--- config.mk ---
export PLATFORM = sky130hd
export DESIGN_NAME = res_bcd_converter_flat
export DESIGN_NICKNAME = d
export VERILOG_FILES = /design/src/rtl/res_bcd_if.sv /design/src/rtl/res_bcd_converter.sv /design/src/flat_wrapper.sv
export SDC_FILE = /design/constraint.sdc
export NUM_CORES = 1
export LEC_CHECK = 0
export CAP_MARGIN = 15
export CORE_MARGIN = 1.5
export CORE_UTILIZATION = 40
export DETAILED_ROUTE_END_ITERATION = 10
export MAX_ROUTING_LAYER = met4
export RECOVER_POWER = 100
export SYNTH_ARGS = -nofsm -noshare
export SYNTH_HDL_FRONTEND = slang
export SYNTH_SLANG_ARGS = --single-unit
--- constraint.sdc ---
create_clock -name clk -period 4.2 [get_ports clk]
set_input_delay 0.84 -clock clk [delete_from_list [all_inputs] [get_ports clk]]
set_output_delay 0.84 -clock clk [all_outputs]
set_load 0.1 [all_outputs]
--- src/rtl/res_bcd_if.sv ---
// Handshake/data bundle between the divider side and the BCD converter.
// master drives en/bin_in/ready_in and reads bcd/blank/ovf/busy/done/valid.
interface res_bcd_if #(
  parameter int WIDTH  = 12,
  parameter int DIGITS = 4
);
  logic                  en;
  logic [WIDTH-1:0]      bin_in;
  logic                  ready_in;
  logic [4*DIGITS-1:0]   bcd;
  logic [DIGITS-1:0]     blank;
  logic                  ovf;
  logic                  busy;
  logic                  done;
  logic                  valid;

  modport master (
    output en, bin_in, ready_in,
    input  bcd, blank, ovf, busy, done, valid
  );

  modport slave (
    input  en, bin_in, ready_in,
    output bcd, blank, ovf, busy, done, valid
  );
endinterface

--- src/rtl/res_bcd_converter.sv ---
// Shift-add-3 binary to packed BCD, one bit per clock, started on a rising
// edge of ready_in. Ports: clk, rst_n, bus_if (slave: en/bin_in/ready_in in;
// bcd/blank/ovf/busy/done/valid out).
module res_bcd_converter #(
  parameter int WIDTH  = 12,
  parameter int DIGITS = 4
) (
  input  logic        clk,
  input  logic        rst_n,
  res_bcd_if.slave    bus_if
);
  localparam int DW = 4 * DIGITS;
  localparam int CW = (WIDTH > 1) ? $clog2(WIDTH) : 1;

  typedef enum logic [1:0] {
    IDLE,
    SHIFT,
    FINISH
  } state_e;

  state_e            state_q, state_d;
  logic              ready_q;
  logic [WIDTH-1:0]  shreg_q, shreg_d;
  logic [DW-1:0]     dig_q, dig_d;
  logic              acc_ovf_q, acc_ovf_d;
  logic [CW-1:0]     cnt_q, cnt_d;
  logic [DW-1:0]     bcd_q, bcd_d;
  logic [DIGITS-1:0] blank_q, blank_d;
  logic              ovf_q, ovf_d;
  logic              busy_q, busy_d;
  logic              done_q, done_d;
  logic              valid_q, valid_d;

  logic              start;
  logic [DW-1:0]     adj;
  logic [DIGITS-1:0] blk;
  logic              zero;

  assign start = bus_if.ready_in & ~ready_q;

  always_comb begin
    adj = dig_q;
    for (int i = 0; i < DIGITS; i++) begin
      if (dig_q[4*i +: 4] >= 4'd5) begin
        adj[4*i +: 4] = dig_q[4*i +: 4] + 4'd3;
      end
    end
  end

  // blank[i]: every digit from i upward is zero; digit 0 always shown.
  always_comb begin
    zero = 1'b1;
    blk  = '0;
    for (int i = DIGITS - 1; i >= 1; i--) begin
      zero   = zero & (dig_q[4*i +: 4] == 4'd0);
      blk[i] = zero & ~acc_ovf_q;
    end
  end

  always_comb begin
    state_d   = state_q;
    shreg_d   = shreg_q;
    dig_d     = dig_q;
    acc_ovf_d = acc_ovf_q;
    cnt_d     = cnt_q;
    bcd_d     = bcd_q;
    blank_d   = blank_q;
    ovf_d     = ovf_q;
    busy_d    = busy_q;
    done_d    = 1'b0;
    valid_d   = valid_q;
    unique case (state_q)
      IDLE: begin
        if (bus_if.en && start) begin
          state_d   = SHIFT;
          shreg_d   = bus_if.bin_in;
          dig_d     = '0;
          acc_ovf_d = 1'b0;
          cnt_d     = '0;
          busy_d    = 1'b1;
        end
      end
      SHIFT: begin
        if (!bus_if.en) begin
          state_d = IDLE;
          busy_d  = 1'b0;
        end else begin
          dig_d     = {adj[DW-2:0], shreg_q[WIDTH-1]};
          shreg_d   = {shreg_q[WIDTH-2:0], 1'b0};
          // A carry out of the top digit means the value needs more digits.
          acc_ovf_d = acc_ovf_q | adj[DW-1];
          cnt_d     = cnt_q + CW'(1);
          if (cnt_q == CW'(WIDTH - 1)) begin
            state_d = FINISH;
          end
        end
      end
      FINISH: begin
        state_d = IDLE;
        busy_d  = 1'b0;
        if (bus_if.en) begin
          bcd_d   = acc_ovf_q ? {DIGITS{4'h9}} : dig_q;
          ovf_d   = acc_ovf_q;
          blank_d = blk;
          done_d  = 1'b1;
          valid_d = 1'b1;
        end
      end
      default: begin
        state_d = IDLE;
        busy_d  = 1'b0;
      end
    endcase
  end

  always_ff @(posedge clk or negedge rst_n) begin
    if (!rst_n) begin
      state_q   <= IDLE;
      ready_q   <= 1'b0;
      shreg_q   <= '0;
      dig_q     <= '0;
      acc_ovf_q <= 1'b0;
      cnt_q     <= '0;
      bcd_q     <= '0;
      blank_q   <= ~DIGITS'(1);
      ovf_q     <= 1'b0;
      busy_q    <= 1'b0;
      done_q    <= 1'b0;
      valid_q   <= 1'b0;
    end else begin
      state_q   <= state_d;
      ready_q   <= bus_if.ready_in;
      shreg_q   <= shreg_d;
      dig_q     <= dig_d;
      acc_ovf_q <= acc_ovf_d;
      cnt_q     <= cnt_d;
      bcd_q     <= bcd_d;
      blank_q   <= blank_d;
      ovf_q     <= ovf_d;
      busy_q    <= busy_d;
      done_q    <= done_d;
      valid_q   <= valid_d;
    end
  end

  assign bus_if.bcd   = bcd_q;
  assign bus_if.blank = blank_q;
  assign bus_if.ovf   = ovf_q;
  assign bus_if.busy  = busy_q;
  assign bus_if.done  = done_q;
  assign bus_if.valid = valid_q;
endmodule

--- src/flat_wrapper.sv ---
// flat-port wrapper written by rule: the top's interface ports become plain ports
module res_bcd_converter_flat 
#(
  parameter int WIDTH  = 12,
  parameter int DIGITS = 4
)
  (clk, rst_n, bus_if_en, bus_if_bin_in, bus_if_ready_in, bus_if_bcd, bus_if_blank, bus_if_ovf, bus_if_busy, bus_if_done, bus_if_valid);
  res_bcd_if #(.WIDTH(WIDTH), .DIGITS(DIGITS)) bus_if_i ();
  input  logic clk;
  input  logic rst_n;
  input wire logic [$bits(bus_if_i.en)-1:0] bus_if_en;
  input wire logic [$bits(bus_if_i.bin_in)-1:0] bus_if_bin_in;
  input wire logic [$bits(bus_if_i.ready_in)-1:0] bus_if_ready_in;
  output wire logic [$bits(bus_if_i.bcd)-1:0] bus_if_bcd;
  output wire logic [$bits(bus_if_i.blank)-1:0] bus_if_blank;
  output wire logic [$bits(bus_if_i.ovf)-1:0] bus_if_ovf;
  output wire logic [$bits(bus_if_i.busy)-1:0] bus_if_busy;
  output wire logic [$bits(bus_if_i.done)-1:0] bus_if_done;
  output wire logic [$bits(bus_if_i.valid)-1:0] bus_if_valid;
  assign bus_if_i.en = bus_if_en;
  assign bus_if_i.bin_in = bus_if_bin_in;
  assign bus_if_i.ready_in = bus_if_ready_in;
  assign bus_if_bcd = bus_if_i.bcd;
  assign bus_if_blank = bus_if_i.blank;
  assign bus_if_ovf = bus_if_i.ovf;
  assign bus_if_busy = bus_if_i.busy;
  assign bus_if_done = bus_if_i.done;
  assign bus_if_valid = bus_if_i.valid;
  res_bcd_converter #(.WIDTH(WIDTH), .DIGITS(DIGITS)) u_core (.clk(clk), .rst_n(rst_n), .bus_if(bus_if_i));
endmodule
Fig. 1: run 1, routed metal, one color a layer
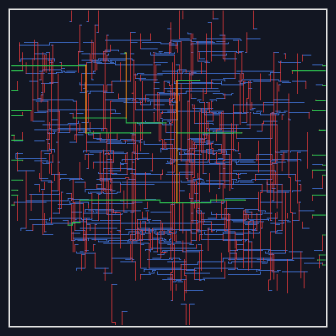
color	layer	wire length
blue	met1	2,460 um
red	met2	2,520 um
green	met3	204 um
orange	met4	69.4 um

Fig. 2: run 1, gate-type map
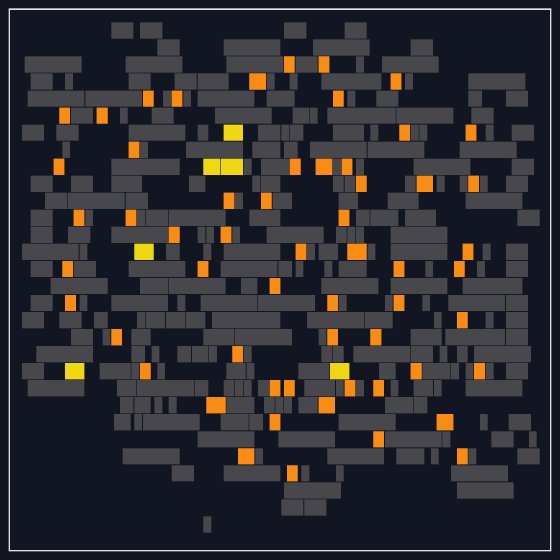
color	family	cells
yellow	AND-OR and OR-AND gates	6
orange	inverting AOI/OAI gates	57
Final Instance Count excl. Fillers: 402
most common logic cell in the routed design: sky130_fd_sc_hd__dfrtp_1
logic share of the area: 0.340

Fig. 3: run 1, clock wiring as the flow saved it
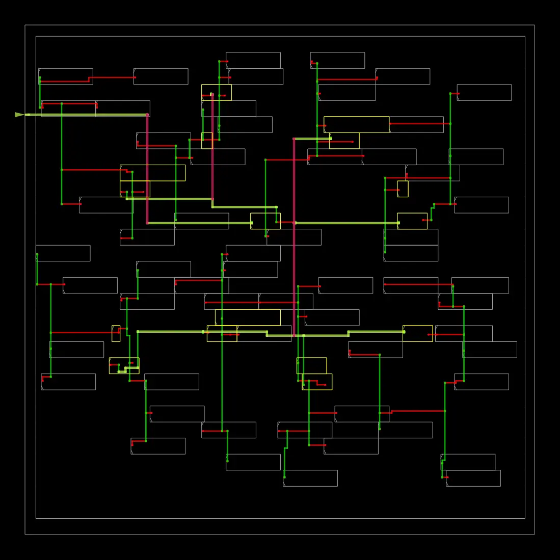
sinks on the clock net: 59
final worst clock skew: 0.00764 ns
Clock Buffer Count: 11

Fig. 4: run 1, nets reached from selected ports
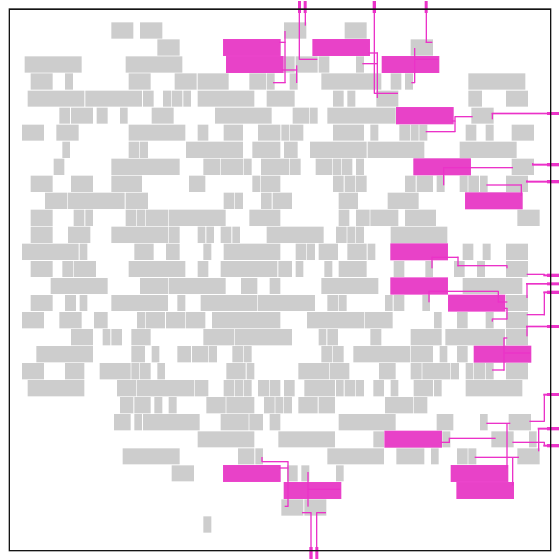
color	port	direction	edge	end cells	buffers	wire
magenta	bus_if_bcd	output	10 east, 4 north, 2 south	16	16	276 um

==> results.txt, run 1 <==
Physical implementation.

- The share of the synthesized area in the top cell type is 0.506.
- The die is 86.2 um tall.
- The stat command in Yosys gives a chip area of ~0.0028 mm2.
- The launching point of the worst reg2reg path is u_core.state_q[0]$_DFFE_PN0P_.
- The slack of the worst reg-to-reg path is approximately 1.8 ns.
- The final count of pins violating max slew is 104.
- The global-route total usage across every layer is 0.164.
- The top achievable clock speed is between 0.3 and 0.4 GHz.
- The top cell type by total area after synthesis is sky130_fd_sc_hd__dfrtp_1.
- In this run, CTS created clock tree buffers numbering 9.
- The layout summary lists the proportion of cells stronger than drive strength 1 as 0.0714.
- The area added between synthesis and finish is 23.8%.
- The checks that failed: max-capacitance violations, max-slew violations.
- Summed over all layers, the routed wires come to around 5200 um.
- The total die size is ~0.0074 mm2.
- In this run, synthesis inferred 0 flip-flops with an integrated enable.
- The mean routed wirelength per cell is roughly 13 um.
- The CTS tree is done.
- Setup repair after global routing left no endpoint under its margin.
- Looking at the VDD voltage map, the peak drop is between 0.2 and 0.25 mV.
- The adder and majority cell fraction of the synthesized area is 0.0542.
- The flow ran to the end, but the final reports show violations.
- Once the clock tree was built, the setup fixing pass inserted 0 buffers.
- The number of cells on the worst reg-to-reg path is 4.
- Recorded from the global router log, the overflow total was 0.
- The longest individual stage delay on the worst path is 1.22 ns.
- The first global-routing pass estimated 9020 um of wire.
- The number of maximum-capacitance violations is 3.
- Using the TritonRoute via totals, the vias-per-cell ratio works out to 4.97.
- The data arrival time of the worst path is approximately 3.4 ns.
- The transition time at the pin with the least slew margin is around 1.8 ns.
- The sequential share of the synthesized area is 0.534.
- The synthesis run identifies the leading combinational cell family as simple AND/OR/NAND/NOR gates.
- In this run the core area contains 30 standard-cell rows.
- Yosys stat counts roughly 280 cells in the synthesized netlist.
- The largest driver fanout on the critical path is 27.
- The global placer's final weighted congestion is between 0.7 and 0.8.
- The number of global-route vias before repair is 1,896.
- Across all checked pins, the minimum headroom to the slew limit is -0.210.
- The total negative slack is 0 ns.
- Of the total synthesized cell area, the portion taken by AND-OR and OR-AND cells is 0.134.
- Per the synthesis report, the simple-gate share of the synthesized area is 0.161.
- The number of DRC violations after detailed-routing iteration 0 is 84.
- The minimum clock period is around 3.1 ns.
- After synthesis, the cell types taking the most area are sky130_fd_sc_hd__dfrtp_1, sky130_fd_sc_hd__nand2_1, sky130_fd_sc_hd__o21ai_0.
- The total power per unit cell area is approximately 400 mW/mm2.
- The number of different library cells used by synthesis comes to 35.
- The count of placed standard cells including taps is about 390.
run 1: sequential cells by signal, indices dropped and copies added, names as in the netlist:
signal	count
u_core.bus_if.bcd	16
u_core.bus_if.done	1
u_core.shreg_q	12
u_core.bus_if.blank	3
u_core.bus_if.busy	1
u_core.bus_if.valid	1
u_core.cnt_q	4
u_core.state_q	2
u_core.bus_if.ovf	1
u_core.acc_ovf_q	1
u_core.dig_q	16
u_core.ready_q	1
run 1: worst max-delay path by stage:
stage | start | endpoint | slack, ns | cells past startpoint
2_1_floorplan | u_core.bus_if.busy$_DFFE_PN0P_ | bus_if_busy | 2.46 | 0
3_3_place_gp | bus_if_ready_in | u_core.dig_q[15]$_DFFE_PN0P_ | 1.46 | 6
3_5_place_dp | bus_if_ready_in | u_core.dig_q[15]$_DFFE_PN0P_ | 1.38 | 6
4_1_cts | u_core.bus_if.blank[1]$_DFFE_PN1P_ | bus_if_blank[1] | 1.34 | 1
5_1_grt | bus_if_ready_in | u_core.dig_q[15]$_DFFE_PN0P_ | 0.83 | 6
6_report | bus_if_ready_in | u_core.dig_q[15]$_DFFE_PN0P_ | 1.10 | 6
run 1: kinds of logic (layout without fill, tap and decap cells):
kind of cell             count (synthesis)  after routing
multiplexers                            13             13
other                                    1              1
adder cells (fa/ha/maj)                 12             12
AND/OR/NAND/NOR                         96             96
AND-OR/OR-AND                           63             63
XOR/XNOR                                 9              9
flip-flops                              59             59
buffers and inverters                   25             69
run 1: worst max-delay path, delay by kind of cell:
kind,cells,cell delay (ns)
buf+inv,2,0.94
compound gates,3,1.44
simple gates,1,0.14
run 1: area by class of cell:
type	instances	area, um2
Clock buffer	11	141
Inverter	11	41.3
Clock inverter	5	100
Sequential cell	59	1480
Timing Repair Buffer	42	400
Multi-Input combinational cell	194	1170
Tap cell	80	100
Fill cell	647	3330
run 1: per-layer routing:
metal  track usage  vias to the layer above  wire length [um]
li1              -                     1020                 -
met1         0.207                      930              2460
met2         0.250                       40              2520
met3        0.0571                        7               203
met4        0.0484                        0                69
met5             -                        -                 0
run 1: stage by stage:
step	util	worst slack [ns]	total power, mW	cell area (um2)
after floorplan	-	2.46	0.714	2770
after global routing	0.508	0.832	1.44	3430
after global placement	0.475	1.46	0.758	3210
final	0.508	1.10	1.38	3430
after CTS	0.511	1.34	1.40	3450
after detailed placement	0.475	1.38	0.761	3210
run 1: synthesized netlist by cell type (all sizes together) (2+ instances only):
cell     n
a21oi    7
a22o     4
and3b    3
buf      4
clkbuf  10
dfrtp   56
dfstp    3
ha      12
inv     11
mux2i   13
nand2   53
nand2b   7
nand3    6
nand3b   3
nor2    14
nor2b    3
nor3     3
o21ai   42
o311ai   2
o31ai    6
xnor2    4
xor2     5
run 1: report_power, final:
part	leakage, nW	switching (mW)	internal (mW)	total, mW
logic	0.689	0.0721	0.0463	0.118
clock network	0.123	0.221	0.408	0.629
registers	0.788	0.0241	0.604	0.628
total	1.60	0.317	1.06	1.38
Fig. 5: run 1, clock wires, drivers and flops
Scale bar: 20 um.
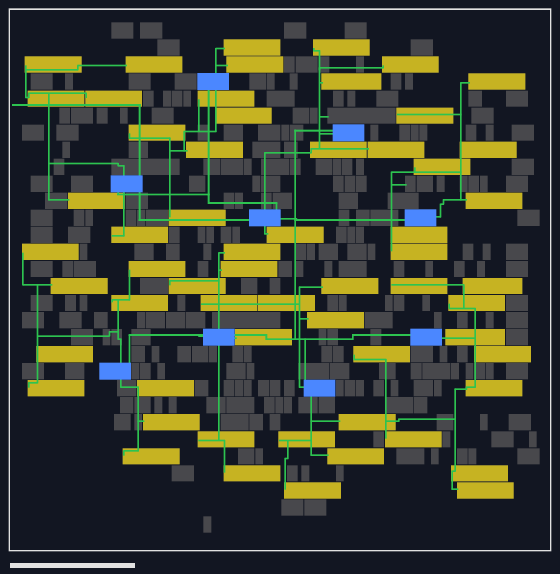

## Run 2: what changed since run 1
- clock period: 4.2 -> 2.6 ns (I/O delays scaled with it)
Fig. 6: run 2, clock wires, drivers and flops
Scale bar: 20 um.
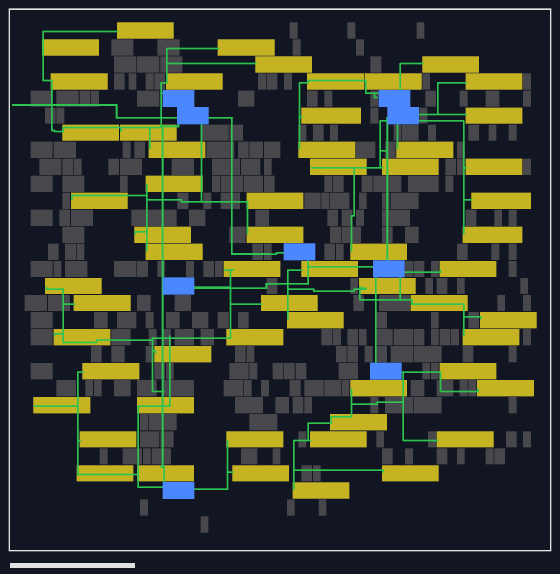
[blue] cells driving clock nets | count: 9
[green] clock wires | length: 823 um
[yellow] flip-flops | count: 59
flops lie	spread over the die

Fig. 7: run 2, gate-type map
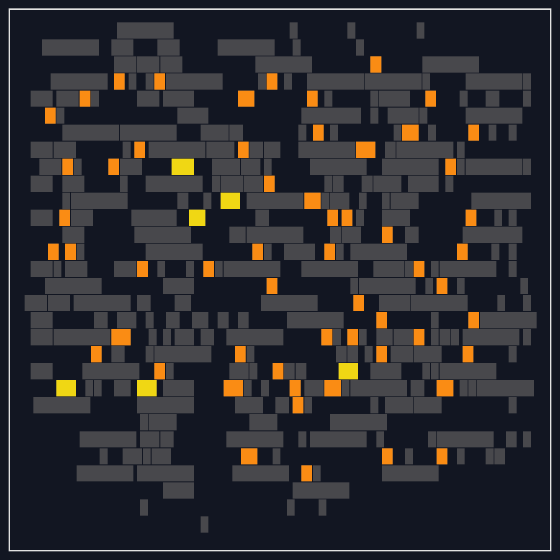
color	family	cells
yellow	AND-OR and OR-AND gates	6
orange	inverting AOI/OAI gates	57

==> results.txt, run 2 <==
Physical implementation.

- The worst setup margin is around 0.37 ns.
- The detail route stage leaves a number of antenna-violating nets equal to 0.
- The family of cells with the greatest summed delay on the critical path is buffers and inverters.
- The global route total overflow is 0.
- Note that the worst hold path type here is flop to flop.
- The number of buffer and inverter stages on the critical path is 1.
- The chip width is between 80 and 90 um.
- The total power per unit cell area is 601 mW/mm2.
- The routed design could run at a clock period as short as roughly 2.2 ns.
- Detailed placement ended at an HPWL of approximately 3500 um.
- The H-tree depth reported by CTS is 3.
- The count of buffers inserted at the top-level ports is 38.
- Of the synthesized area, sequential elements account for 0.534.
- After clock tree synthesis, the repair step resized 0 gates.
- Per the layout area report, the register area comes to about 0.0015 mm2.
- The final number of setup-violating endpoints is 0.
- In the layout the commonest cells are sky130_fd_sc_hd__dfrtp_1, sky130_fd_sc_hd__nand2_1, sky130_fd_sc_hd__o21ai_0.
- In this run the mean area of a mapped cell was 9.97 um2.
- Per the cell usage report, the commonest logic cell in the layout is sky130_fd_sc_hd__dfrtp_1.
- Once the clock tree was built, the setup fixing pass inserted 0 buffers.
- The number of nets at floorplan is just over 300.
- CTS added clock buffers totalling 9.
- The iteration count of the initial detailed-routing pass is 4.
- The flip-flop cell with the highest count after synthesis is sky130_fd_sc_hd__dfrtp_1.
- The most critical setup path has its startpoint at u_core.bus_if.blank[3]$_DFFE_PN1P_.
- Per the timing report, the most critical flop-to-flop path originates at u_core.acc_ovf_q$_DFFE_PN0P_.
- The worst setup path is captured at an output pin.
- The aggregate routed wire length is between 5000 and 6000 um.
- The CTS log lists the clock sinks for this run as around 59.
- The number of remaining DRC errors is 0.
- Per the layout area report, the combinational gate area comes to approximately 0.0012 mm2.
- The worst-case max-slew headroom was logged as 0.0347.
- The mean routed wirelength per cell is between 10 and 15 um.
- The yosys stat cell total is approximately 280.
- The count of placed standard cells including taps is 387.
- The launch instance of the worst min-delay path is u_core.bus_if.valid$_DFFE_PN0P_.
- The number of flops mapped to enable cells by yosys is 0.
- Measured along the y axis, the die boundary spans between 80 and 90 um.
- The largest driver fanout on the critical path is 2.
- The first routing iteration left between 100 and 150 violations.
- The post-cts hold-fix buffer tally is 0.
- For this run, the detailed router reports a per-instance via density of between 5 and 6.
- The maximum count of clock buffers along a single path is 2.
- According to the floorplan log, the row count is 30.
- The number of warning messages in the yosys log is 0.
- The global-route total usage across every layer is 0.166.
- The number of diodes added for antenna fixing is 0.
- The share of the synthesized area in the top cell type is 0.506.
- The count of final hold-check violations is 0.
- The total negative slack is 0 ns.
- The clock skew after layout is approximately 0.0039 ns.
- The global-route wire length before repair is just over 9000 um.
- The flow ran to the end, and the final reports show no timing, DRC or antenna violations.
- The worst setup path is of the flop to output pin kind.
- The filler cells instantiated in the layout total 676.
- At the end of the flow, the number of nets in the layout was between 300 and 400.
- Before CTS, the worst setup slack after placement is between 0.3 and 0.4 ns.
- Clock tree synthesis selected as its root buffer the cell sky130_fd_sc_hd__clkbuf_8.
- Once synthesis finished, the tally of register bits stood at 59.
- Yosys reports that the most numerous cell types are sky130_fd_sc_hd__dfrtp_1, sky130_fd_sc_hd__nand2_1, sky130_fd_sc_hd__o21ai_0.
- The pin count of the biggest net entering global routing is around 60.
- Sorting the synthesis cell report by count puts at the top sky130_fd_sc_hd__dfrtp_1.
- The worst setup path is launched from a flop.
- For this configuration, the core starts out at a cell density of 0.410.
- The initial antenna violation count was 0.
- Setup repair after global routing left no endpoint under its margin.
- The proportion of synthesized flip-flops having asynchronous set or reset is 1.00.
- The fraction of layout instances using a drive strength above 1 is 0.0774.
- The count of cells in the finished layout, fillers not included, comes to 403.
- Summing every instance area after synthesis gives between 0.002 and 0.003 mm2.
- The analysis reports a worst IR drop on VDD of roughly 0.22 mV.
- The critical path goes through clkbuf_1.
- The total die size is around 0.0074 mm2.
- On the worst path, the slowest cell contributes a delay of 0.85 ns.
- In this build the clock could be raised as far as between 0.4 and 0.5 GHz.
- The core region is roughly 0.0068 mm2.
- The data arrival time of the worst path is around 1.7 ns.
- The number of global-route vias before repair is between 1,500 and 2,000.
- The area added between synthesis and finish is 17.0%.
- By area the synthesized netlist is led by sky130_fd_sc_hd__dfrtp_1, sky130_fd_sc_hd__nand2_1, sky130_fd_sc_hd__o21ai_0.
- The stat command in Yosys gives a chip area of around 0.0028 mm2.
- The number of maximum-capacitance violations is 0.
- The post-synthesis cell type count is 35.
- The transition time at the pin with the least slew margin is about 1.4 ns.
- The top cell type by total area after synthesis is sky130_fd_sc_hd__dfrtp_1.
- Across all hold checks on the routed design, the worst slack comes to roughly 0.47 ns.
- The final max-slew violation count recorded for this run is 0.
- The share of the cycle needed by the critical path after routing is 0.859.
- RePlAce ended its routability-driven mode at a weighted congestion of 0.798.
- TritonCTS built the clock tree.
Fig. 8: run 2, routed metal, one color a layer
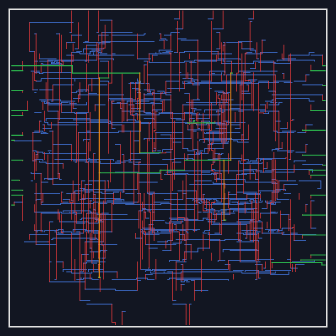
color	layer	wire length
green	met3	193 um
blue	met1	2,600 um
red	met2	2,400 um
orange	met4	116 um

-- run 2: metal layers --
metal  global-route usage  up-vias  routed length, um
li1                     -     1018                  -
met1                0.209      965               2600
met2                0.256       40               2400
met3               0.0324        9                192
met4               0.0836        0                116
met5                    -        -                  0
-- run 2: final timing paths --
| check | endpoint | slack (ns) | depth (start not counted) |
|---|---|---|---|
| max in group asynchronous | u_core.shreg_q[3]$_DFFE_PN0P_ | 1.12 | 2 |
| worst min register to register | u_core.bus_if.valid$_DFFE_PN0P_ | 0.47 | 1 |
| worst max-delay path | bus_if_blank[3] | 0.37 | 1 |
| worst max register to register | u_core.bus_if.blank[1]$_DFFE_PN1P_ | 0.91 | 4 |
| min in group asynchronous | u_core.bus_if.bcd[4]$_DFFE_PN0P_ | 0.62 | 2 |
| worst min-delay path | u_core.bus_if.valid$_DFFE_PN0P_ | 0.47 | 1 |
-- run 2: final cells by class --
cell class	instances	share of cell area
Inverter	11	0.0127
Multi-Input combinational cell	194	0.361
Clock inverter	2	0.00309
Sequential cell	59	0.457
Timing Repair Buffer	43	0.0853
Tap cell	80	0.0309
Clock buffer	14	0.0502
-- run 2: power breakdown --
group / switching [mW] / internal [mW] / leakage (nW)
Sequential: 0.0411 / 0.975 / 0.788
Clock: 0.346 / 0.396 / 0.0905
Combinational: 0.116 / 0.0753 / 0.574
Total: 0.503 / 1.45 / 1.45
-- run 2: kinds of logic after synthesis --
kind of cell | synth area share
and+or+nand+nor | 0.161
AOI/OAI and AO/OA | 0.134
DFF | 0.534
buffers and inverters | 0.0397
muxes | 0.0470
adders and majority gates | 0.0542
xor gates and xnor gates | 0.0284
other | 0.00135
-- run 2: through the flow --
| step | instance area (um2) | utilization | total power, mW |
|---|---|---|---|
| 3_5_place_dp | 3180 | 0.471 | 1.24 |
| 5_1_grt | 3240 | 0.480 | 2.05 |
| 3_3_place_gp | 3180 | 0.471 | 1.23 |
| 6_report | 3240 | 0.480 | 1.95 |
| 2_1_floorplan | 2770 | - | 1.15 |
| 4_1_cts | 3360 | 0.497 | 1.99 |
No activity file was given, so power comes from the tool's default toggle rates.
